<file path="config.mk">
export PLATFORM = sky130hd
export DESIGN_NAME = ram_dma_engine
export DESIGN_NICKNAME = d
export VERILOG_FILES = /design/src/rtl/ram_dma_engine.sv
export SDC_FILE = /design/constraint.sdc
export NUM_CORES = 1
export LEC_CHECK = 0
export CAP_MARGIN = 0
export CELL_PAD_IN_SITES_DETAIL_PLACEMENT = 0
export CELL_PAD_IN_SITES_GLOBAL_PLACEMENT = 1
export CORE_MARGIN = 10
export CORE_UTILIZATION = 35
export DETAILED_ROUTE_END_ITERATION = 6
export GPL_TIMING_DRIVEN = 1
export PLACE_DENSITY_LB_ADDON = 0.1
export SYNTH_ARGS = -nofsm -noshare
export SYNTH_HDL_FRONTEND = slang
export SYNTH_SLANG_ARGS = --single-unit
</file>
<file path="constraint.sdc">
create_clock -name clk -period 5.5 [get_ports clk]
set_input_delay 1.65 -clock clk [delete_from_list [all_inputs] [get_ports clk]]
set_output_delay 1.65 -clock clk [all_outputs]
set_load 0.01 [all_outputs]
</file>
<file path="src/rtl/ram_dma_engine.sv">
// ram_dma_engine: block FILL / CHECKSUM / COPY sequencer for a single-port synchronous RAM.
// Optional build macro RAM_DMA_FILL_INC_EN: op 11 becomes FILL_INC (incrementing fill) and COPY is removed.

module ram_dma_engine #(
  parameter int A = 10,
  parameter int D = 8
) (
  input  logic         clk,
  input  logic         reset,
  input  logic         cmd_valid,
  output logic         cmd_ready,
  input  logic [1:0]   cmd_op,
  input  logic [A-1:0] cmd_src,
  input  logic [A-1:0] cmd_dst,
  input  logic [A:0]   cmd_len,
  input  logic [D-1:0] cmd_data,
  output logic         busy,
  output logic         done,
  output logic [D-1:0] result,
  output logic [A-1:0] mem_addr,
  output logic [D-1:0] mem_din,
  output logic         mem_we,
  input  logic [D-1:0] mem_dout
);

  typedef enum logic [2:0] {
    S_IDLE,
    S_FILL,
    S_RD,
    S_WR,
    S_DRAIN,
    S_DONE
  } state_e;

  localparam logic [1:0]   OP_NOP   = 2'b00;
  localparam logic [1:0]   OP_FILL  = 2'b01;
  localparam logic [1:0]   OP_SUM   = 2'b10;
  localparam logic [A-1:0] ADDR_ONE = 1;
  localparam logic [A:0]   CNT_ONE  = 1;
  localparam logic [D-1:0] DATA_ONE = 1;

  state_e       state_q, state_d;
  logic [A:0]   cnt_q, cnt_d;          // words still to issue after the current one
  logic [A-1:0] src_q, src_d;
  logic [A-1:0] dst_q, dst_d;
  logic [D-1:0] pat_q, pat_d;
  logic         inc_q, inc_d;
  logic         copy_q, copy_d;
  logic         pend_q, pend_d;        // a checksum read was issued last cycle
  logic [D-1:0] acc_q, acc_d;
  logic [D-1:0] result_q, result_d;
  logic [A-1:0] mem_addr_q, mem_addr_d;
  logic [D-1:0] mem_din_q, mem_din_d;
  logic         mem_we_q, mem_we_d;

  always_comb begin
    // NOTE: every _d starts from its _q, so no branch can leave a signal unassigned and infer a latch.
    state_d    = state_q;
    cnt_d      = cnt_q;
    src_d      = src_q;
    dst_d      = dst_q;
    pat_d      = pat_q;
    inc_d      = inc_q;
    copy_d     = copy_q;
    pend_d     = pend_q;
    acc_d      = acc_q;
    result_d   = result_q;
    mem_addr_d = mem_addr_q;
    mem_din_d  = mem_din_q;
    mem_we_d   = mem_we_q;

    unique case (state_q)
      S_IDLE: begin
        mem_we_d = 1'b0;
        if (cmd_valid) begin
          cnt_d    = cmd_len - CNT_ONE;
          src_d    = cmd_src;
          dst_d    = cmd_dst;
          pat_d    = cmd_data;
          inc_d    = 1'b0;
          copy_d   = 1'b0;
          pend_d   = 1'b0;
          acc_d    = '0;
          result_d = '0;
          if (cmd_op == OP_NOP || cmd_len == '0) begin
            state_d = S_DONE;
          end else if (cmd_op == OP_FILL) begin
            state_d    = S_FILL;
            mem_we_d   = 1'b1;
            mem_addr_d = cmd_dst;
            mem_din_d  = cmd_data;
            dst_d      = cmd_dst + ADDR_ONE;
          end else if (cmd_op == OP_SUM) begin
            state_d    = S_RD;
            mem_addr_d = cmd_src;
            src_d      = cmd_src + ADDR_ONE;
          end else begin
`ifdef RAM_DMA_FILL_INC_EN
            state_d    = S_FILL;
            inc_d      = 1'b1;
            mem_we_d   = 1'b1;
            mem_addr_d = cmd_dst;
            mem_din_d  = cmd_data;
            dst_d      = cmd_dst + ADDR_ONE;
            pat_d      = cmd_data + DATA_ONE;
`else
            state_d    = S_RD;
            copy_d     = 1'b1;
            mem_addr_d = cmd_src;
            src_d      = cmd_src + ADDR_ONE;
`endif
          end
        end
      end

      S_FILL: begin
        if (cnt_q == '0) begin
          state_d  = S_DONE;
          mem_we_d = 1'b0;
        end else begin
          mem_addr_d = dst_q;
          mem_din_d  = pat_q;
          dst_d      = dst_q + ADDR_ONE;
          pat_d      = inc_q ? pat_q + DATA_ONE : pat_q;
          cnt_d      = cnt_q - CNT_ONE;
        end
      end

      S_RD: begin
        if (copy_q) begin
          // The word read this cycle is forwarded from mem_dout during WR.
          state_d    = S_WR;
          mem_we_d   = 1'b1;
          mem_addr_d = dst_q;
          dst_d      = dst_q + ADDR_ONE;
        end else begin
          if (pend_q) acc_d = acc_q + mem_dout;
          pend_d = 1'b1;
          if (cnt_q == '0) begin
            state_d = S_DRAIN;
          end else begin
            mem_addr_d = src_q;
            src_d      = src_q + ADDR_ONE;
            cnt_d      = cnt_q - CNT_ONE;
          end
        end
      end

      S_WR: begin
        mem_we_d  = 1'b0;
        mem_din_d = mem_dout;
        if (cnt_q == '0) begin
          state_d = S_DONE;
        end else begin
          state_d    = S_RD;
          mem_addr_d = src_q;
          src_d      = src_q + ADDR_ONE;
          cnt_d      = cnt_q - CNT_ONE;
        end
      end

      S_DRAIN: begin
        result_d = acc_q + mem_dout;
        state_d  = S_DONE;
      end

      S_DONE: begin
        mem_we_d = 1'b0;
        state_d  = S_IDLE;
      end

      default: begin
        mem_we_d = 1'b0;
        state_d  = S_IDLE;
      end
    endcase
  end

  always_ff @(posedge clk or posedge reset) begin
    if (reset) begin
      state_q    <= S_IDLE;
      cnt_q      <= '0;
      src_q      <= '0;
      dst_q      <= '0;
      pat_q      <= '0;
      inc_q      <= 1'b0;
      copy_q     <= 1'b0;
      pend_q     <= 1'b0;
      acc_q      <= '0;
      result_q   <= '0;
      mem_addr_q <= '0;
      mem_din_q  <= '0;
      mem_we_q   <= 1'b0;
    end else begin
      // NOTE: non-blocking assignments so every register samples pre-edge values.
      state_q    <= state_d;
      cnt_q      <= cnt_d;
      src_q      <= src_d;
      dst_q      <= dst_d;
      pat_q      <= pat_d;
      inc_q      <= inc_d;
      copy_q     <= copy_d;
      pend_q     <= pend_d;
      acc_q      <= acc_d;
      result_q   <= result_d;
      mem_addr_q <= mem_addr_d;
      mem_din_q  <= mem_din_d;
      mem_we_q   <= mem_we_d;
    end
  end

  assign cmd_ready = (state_q == S_IDLE);
  assign busy      = (state_q != S_IDLE);
  assign done      = (state_q == S_DONE);
  assign result    = result_q;
  assign mem_addr  = mem_addr_q;
  assign mem_we    = mem_we_q;
  // A COPY write carries the word the RAM returns in that same cycle.
  assign mem_din   = (state_q == S_WR) ? mem_dout : mem_din_q;

endmodule

</file>
run_1/class_map.png
Drawn at 2 px/um.
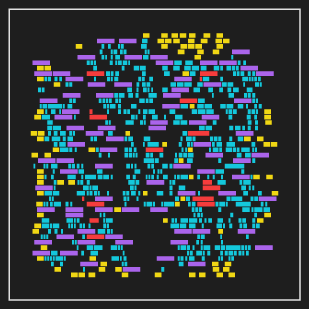
Cyan stands for remaining logic cells, cells 522. Red stands for clock drivers and dummy loads, cells 16. Purple stands for sequential cells, cells 79. Yellow stands for remaining buffers and delay cells, cells 92.

run_1/m1.png
Drawn at 3 px/um.
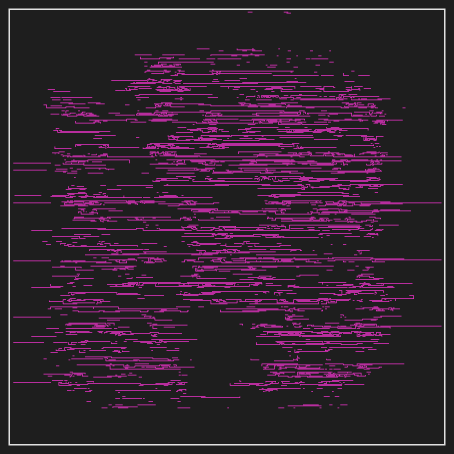
The longest straight run is 43.7 um. The wires run mostly horizontal. 704 nets have wire on it. The layer holds 46% of the routed length.

run_1/sizing.png
Drawn at 2 px/um.
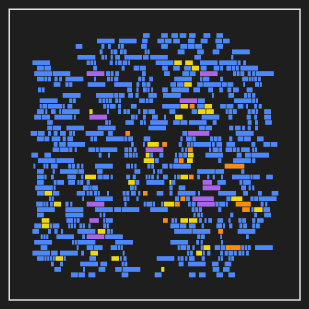
Yellow stands for x2, cells 35, most used mux2_2. Blue stands for x1 and smaller, cells 646, most used nand2_1. Purple stands for x6 and larger, cells 13, most used clkbuf_16. Orange stands for x3 and x4, cells 15, most used buf_4.

==> CHANGELOG.md, run 1 <==
### Implementation results

- Leading area contributor after synthesis: dfrtp_1
- Clock buffer count from CTS: 9
- Yosys top cell by instances: nand2_1
- Number of vias per cell: 5.68
- Input/output buffers: 81
- Die area: 20,900 um2
- Sequential area share after synthesis: 36.3%
- Design Area, Final: 6710 um2
- Worst-Margin Slew: 0.923 ns
- Worst Path Arrival: 2.97 ns
- Clk_lat worst skew: 0.34 ns
- Syn avg cell area: 8.49 um2
- Via count: 5,092
- Tcrit/Tclk final: 84.0%
- # Post-CTS Setup Buffers: 0
- Most frequent logic cell in the layout: nand2_1
- Final Hold Vio Count: 0
- Comb area: 3230 um2
- CTS tree: built
- PostCTS Resize Cnt: 0
- Dpl cells: 881
- Syn Std Cell Area: 5440 um2
- Post-route clock skew: 0.00579 ns
- CP Class: in2out
- Die H: 145 um
- Status: completed
- Hold crit path type: reg2reg
- Layout cells sized above 1: 8.89%
- Gr ovfl total: 0
- PD cells: 566 nW/um2
- Register area: 1980 um2
- Largest delay share family, worst path: buffers and inverters
- Post-Place Cell Area: 6380 um2
- Number of synthesized flops with an enable pin: 0
- Max Freq: 216 MHz
- Final WL: 17,200 um
- Minimum clock period: 4.62 ns
- Max IR drop VDD: 0.000220 V
- 1st-iter DRT viols: 458
- Placer Congestion: 0.873
- DRC Markers: 0
- Core Area: 15,200 um2
- Antenna violations before repair: 0
- Router iterations before antenna repair: 5
- Crit-path cells: clkdlybuf4s50_1 -> mux2_2 -> clkdlybuf4s50_1
- Clk buf depth: 2
- I/O Pins: 82
- Top Layout Cells: 98 x nand2_1, 81 x clkdlybuf4s50_1, 79 x dfrtp_1
- WL/cell: 19.2 um
- RSZ-0062 raised after global routing: no
- Asr flop ratio synth: 100%
- Critical path's largest stage delay: 0.59 ns
- Maxcap violations: 0
- Leakage power: 2.76 nW
- Clock sink total: 79
- Top cells by area: dfrtp_1 36%, nand2_1 6.8%, a21oi_1 4.8%
- Final Max-Slew Violation Tally: 0
- Worst-path clk slew: 0.06 ns
- Yosys reg bits: 79
- Vias in the first global route: 5,063
- Post-Syn Nets: 708
- Hold Worst Slack: 0.475 ns
- Area leader share: 36.3%
- Warnings, synthesis: 0
run 1: cell families (layout without fill, tap and decap cells):
logic type / after synthesis / after routing / synth area share (%)
xor gates and xnor gates: 26 / 26 / 4.19
AOI/OAI and AO/OA: 194 / 194 / 23.7
DFF: 79 / 79 / 36.3
muxes: 32 / 32 / 6.32
buffers and inverters: 52 / 120 / 4.30
and+or+nand+nor: 243 / 243 / 21.6
adders and majority gates: 15 / 15 / 3.59
run 1: metrics by stage:
step           setup slack (ns)  util [%]
2_1_floorplan              1.83         -
3_3_place_gp              0.885      42.0
3_5_place_dp              0.874      42.0
4_1_cts                   0.863      44.1
5_1_grt                   0.809      44.1
6_report                  0.879      44.1
run 1: metal layers:
| metal | vias to the layer above | track usage, % | wire length (um) |
|---|---|---|---|
| li1 | 2471 | - | - |
| met1 | 2446 | 21.9 | 7830 |
| met2 | 153 | 26.4 | 7990 |
| met3 | 22 | 3.78 | 1060 |
| met4 | 0 | 6.54 | 316 |
| met5 | - | 0 | 0 |
run 1: sequential cells by signal (all words and copies together), names as in the netlist:
signal	cells
acc_q	8
cnt_q	11
copy_q	1
dst_q	10
mem_addr	10
mem_din_q	8
mem_we	1
pat_q	8
pend_q	1
result	8
src_q	10
state_q	3
run 1: layout make-up:
class | count | area share, %
inverters | 12 | 0.690
clock inverters | 3 | 0.970
clock buffers | 13 | 3.88
repair buffers | 92 | 13.3
flip-flops and latches | 79 | 29.5
multi-input cells | 510 | 48.2
well taps | 188 | 3.51
run 1: worst register-to-register path: stages, from the launching register on:
cell and delay, ns:
dfrtp_1 0.72, o21bai_2 0.23, buf_4 0.33, mux2i_1 0.28, ha_1 0.44, nand4_1 0.23
or4_4 0.47, o31ai_2 0.08, mux2i_1 0.21, a21oi_1 0.08
run 1: power by group:
group / internal [W] / switching (W) / total, W
logic: 0.000847 / 0.00111 / 0.00196
registers: 0.000854 / 0.000311 / 0.00116
clock network: 0.000423 / 0.000250 / 0.000673
total: 0.00212 / 0.00167 / 0.00380
run 1: final timing paths:
path | slack [ns] | to | cells after the start | startpoint
worst min register to register | 0.47 | pat_q[1] | 2 | pat_q[1]
worst max register to register | 2.31 | cnt_q[10] | 9 | state_q[2]
max in group asynchronous | 2.76 | src_q[4] | 3 | reset
worst max-delay path | 0.88 | mem_din[1] | 3 | mem_dout[1]
min in group asynchronous | 1.75 | cnt_q[2] | 2 | reset
worst min-delay path | 0.47 | pat_q[1] | 2 | pat_q[1]
run_1/congestion_map.png
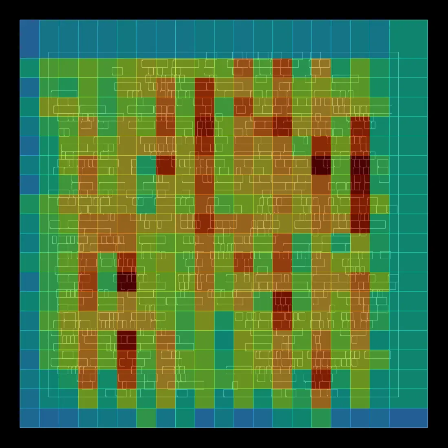

--- run 2 (diff from run 1) ---
Clock period 5.5 ns to 3.9 ns, I/O delays scaled along.
run_2/congestion_map.png
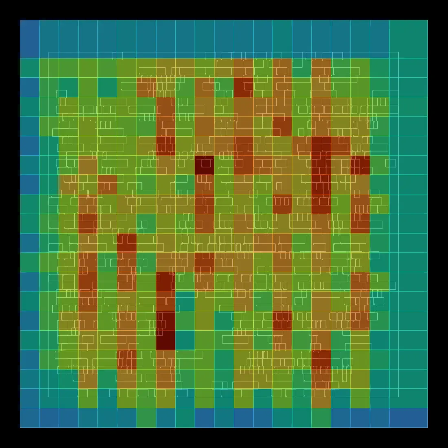
GRT met3 Usage: 4.17%
most used routing layer: met2

run_2/class_map.png
Drawn at 2 px/um.
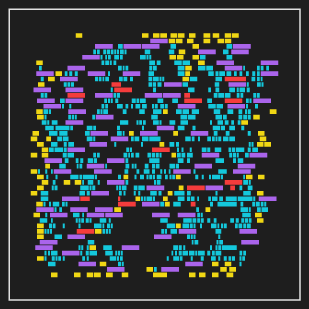
Yellow stands for remaining buffers and delay cells, cells 99. Purple stands for sequential cells, cells 79. Cyan stands for remaining logic cells, cells 522. Red stands for clock drivers and dummy loads, cells 16.

==> run 2 against run 1 <==
  * Power increased by 41%
  * Non-clock buffer count increased by 7
  * Synthesized cell count unchanged
==> CHANGELOG.md, run 2 <==
### Implementation results

- Status: completed
- Crit-path cells: clkdlybuf4s50_1 -> mux2_2 -> clkdlybuf4s50_1
- Most frequent logic cell in the layout: nand2_1
- Flop-to-flop setup slack: 1.24 ns
- Max IR drop VDD: 0.000339 V
- Comb area: 3230 um2
- WHS Endpoint: pat_q[3]
- WL/cell: 19.2 um
- Post-layout util: 44.5%
- Gr ovfl total: 0
- R2R cell count: 9
- TNS Setup: 0 ns
- Hold crit path type: reg2reg
- Register area: 1980 um2
- Vias in the first global route: 5,020
- Post-Syn Nets: 708
- Clock sink total: 79
- Hold path start: pat_q[3]
- Warnings, synthesis: 0
- Leakage power: 2.79 nW
- Cts-stage hold buffer count: 0
- Worst-path clk slew: 0.06 ns
- RSZ-0062 raised after global routing: no
- Number of synthesized flops with an enable pin: 0
- Top cells by count: 98 x nand2_1, 79 x dfrtp_1, 52 x a21oi_1
- Die area: 20,900 um2
- Syn Std Cell Area: 5440 um2
- Antenna violations before repair: 0
- Worst-Margin Slew: 0.863 ns
- DRC Markers: 0
- Final Hold Vio Count: 0
- Clk_lat worst skew: 0.35 ns
- Largest delay share family, worst path: buffers and inverters
- Router iterations before antenna repair: 5
- Layout cells sized above 1: 9.92%
- Input/output buffers: 81
- Hold path cells: 2
- Area leader share: 36.3%
- Clock buffer count from CTS: 9
- Placer Congestion: 0.876
- Max Freq: 276 MHz
- Yosys stat cell total: 641
- CTS tree: built
- 1st-iter DRT viols: 412
- Critical path's largest stage delay: 0.57 ns
- Leading area contributor after synthesis: dfrtp_1
- Number of flip-flops in the largest register: 11
- PD cells: 789 nW/um2
- Asr flop ratio synth: 100%
- Final Max-Slew Violation Tally: 0
- Top Layout Cells: 98 x nand2_1, 81 x clkdlybuf4s50_1, 79 x dfrtp_1
- Syn avg cell area: 8.49 um2
- Core Area: 15,200 um2
- Number of vias per cell: 5.63
- Final nets: 778
- Maxcap violations: 0
- # Post-CTS Setup Buffers: 0
- PostCTS Resize Cnt: 0
- Via count: 5,089
- Top cells by area: dfrtp_1 36%, nand2_1 6.8%, a21oi_1 4.8%
- I/O Pins: 82
- Yosys top cell by instances: nand2_1
- Clk buf depth: 2
- Critical R2R Capture: cnt_q[10]
- Final WL: 17,300 um
- Die H: 145 um
- Reg2reg start: state_q[1]
- Tcrit/Tclk final: 92.8%
- Most flops, register: cnt_q
- CP Class: in2out
[run 2: cell count changes in the layout (fill, tap and decap cells not counted), sizes merged]
cell      change
clkinvlp      +2
bufinv        -1
clkbuf        -1
buf           +7
[run 2: report_power, final]
group	switching [W]	leakage, nW	total, W	internal, W
combinational	0.00162	1.68	0.00283	0.00121
clock	0.000360	0.145	0.000893	0.000533
sequential	0.000407	0.963	0.00161	0.00121
[run 2: worst max path at each step]
stage	startpoint	end	depth (start not counted)
global placement	mem_dout[3]	mem_din[3]	3
floorplan	reset	acc_q[0]	1
finish	mem_dout[3]	mem_din[3]	3
detailed placement	mem_dout[3]	mem_din[3]	3
global route	mem_dout[4]	mem_din[4]	3
CTS	mem_dout[3]	mem_din[3]	3
[run 2: cell type report]
| type | instances | share of cell area [%] |
|---|---|---|
| Multi-Input combinational cell | 510 | 47.8 |
| Sequential cell | 79 | 29.2 |
| Timing Repair Buffer | 99 | 14.2 |
| Clock buffer | 12 | 3.79 |
| Inverter | 12 | 0.685 |
| Clock inverter | 4 | 0.796 |
| Tap cell | 188 | 3.48 |
[run 2: per-layer routing]
| metal | vias to the layer above | wire, um | part of all wire, % | track usage, % |
|---|---|---|---|---|
| li1 | 2483 | - | - | - |
| met1 | 2471 | 7970 | 46 | 22.9 |
| met2 | 123 | 8270 | 48 | 27.4 |
| met3 | 12 | 899 | 5.2 | 4.17 |
| met4 | 0 | 186 | 1.1 | 3.67 |
| met5 | - | 0 | 0 | 0 |
[run 2: logic make-up after synthesis]
kind of cell,Yosys count,synth area share (%)
simple gates,243,21.6
compound gates,194,23.7
flops,79,36.3
buf+inv,52,4.30
mux,32,6.32
xor+xnor,26,4.19
fa+ha+maj,15,3.59
[run 2: tightest hold or removal path, cell delays in order, from the launching register on]
cell and delay [ns]:
dfrtp_1 0.34, nand2_1 0.05, nand2_1 0.05
[run 2: stage by stage]
stage / std cells / hold WS [ns] / worst slack (ns) / total power, W / area (um2)
3_5_place_dp: 888 / 0.462 / 0.275 / 0.00445 / 6450
3_3_place_gp: 888 / 0.458 / 0.265 / 0.00441 / 6450
2_1_floorplan: 641 / 0.445 / 0.707 / 0.00348 / 5440
6_report: 904 / 0.471 / 0.282 / 0.00533 / 6760
4_1_cts: 904 / 0.478 / 0.271 / 0.00538 / 6760
5_1_grt: 904 / 0.495 / 0.254 / 0.00580 / 6760
Power is estimated from default activity; no workload was simulated.
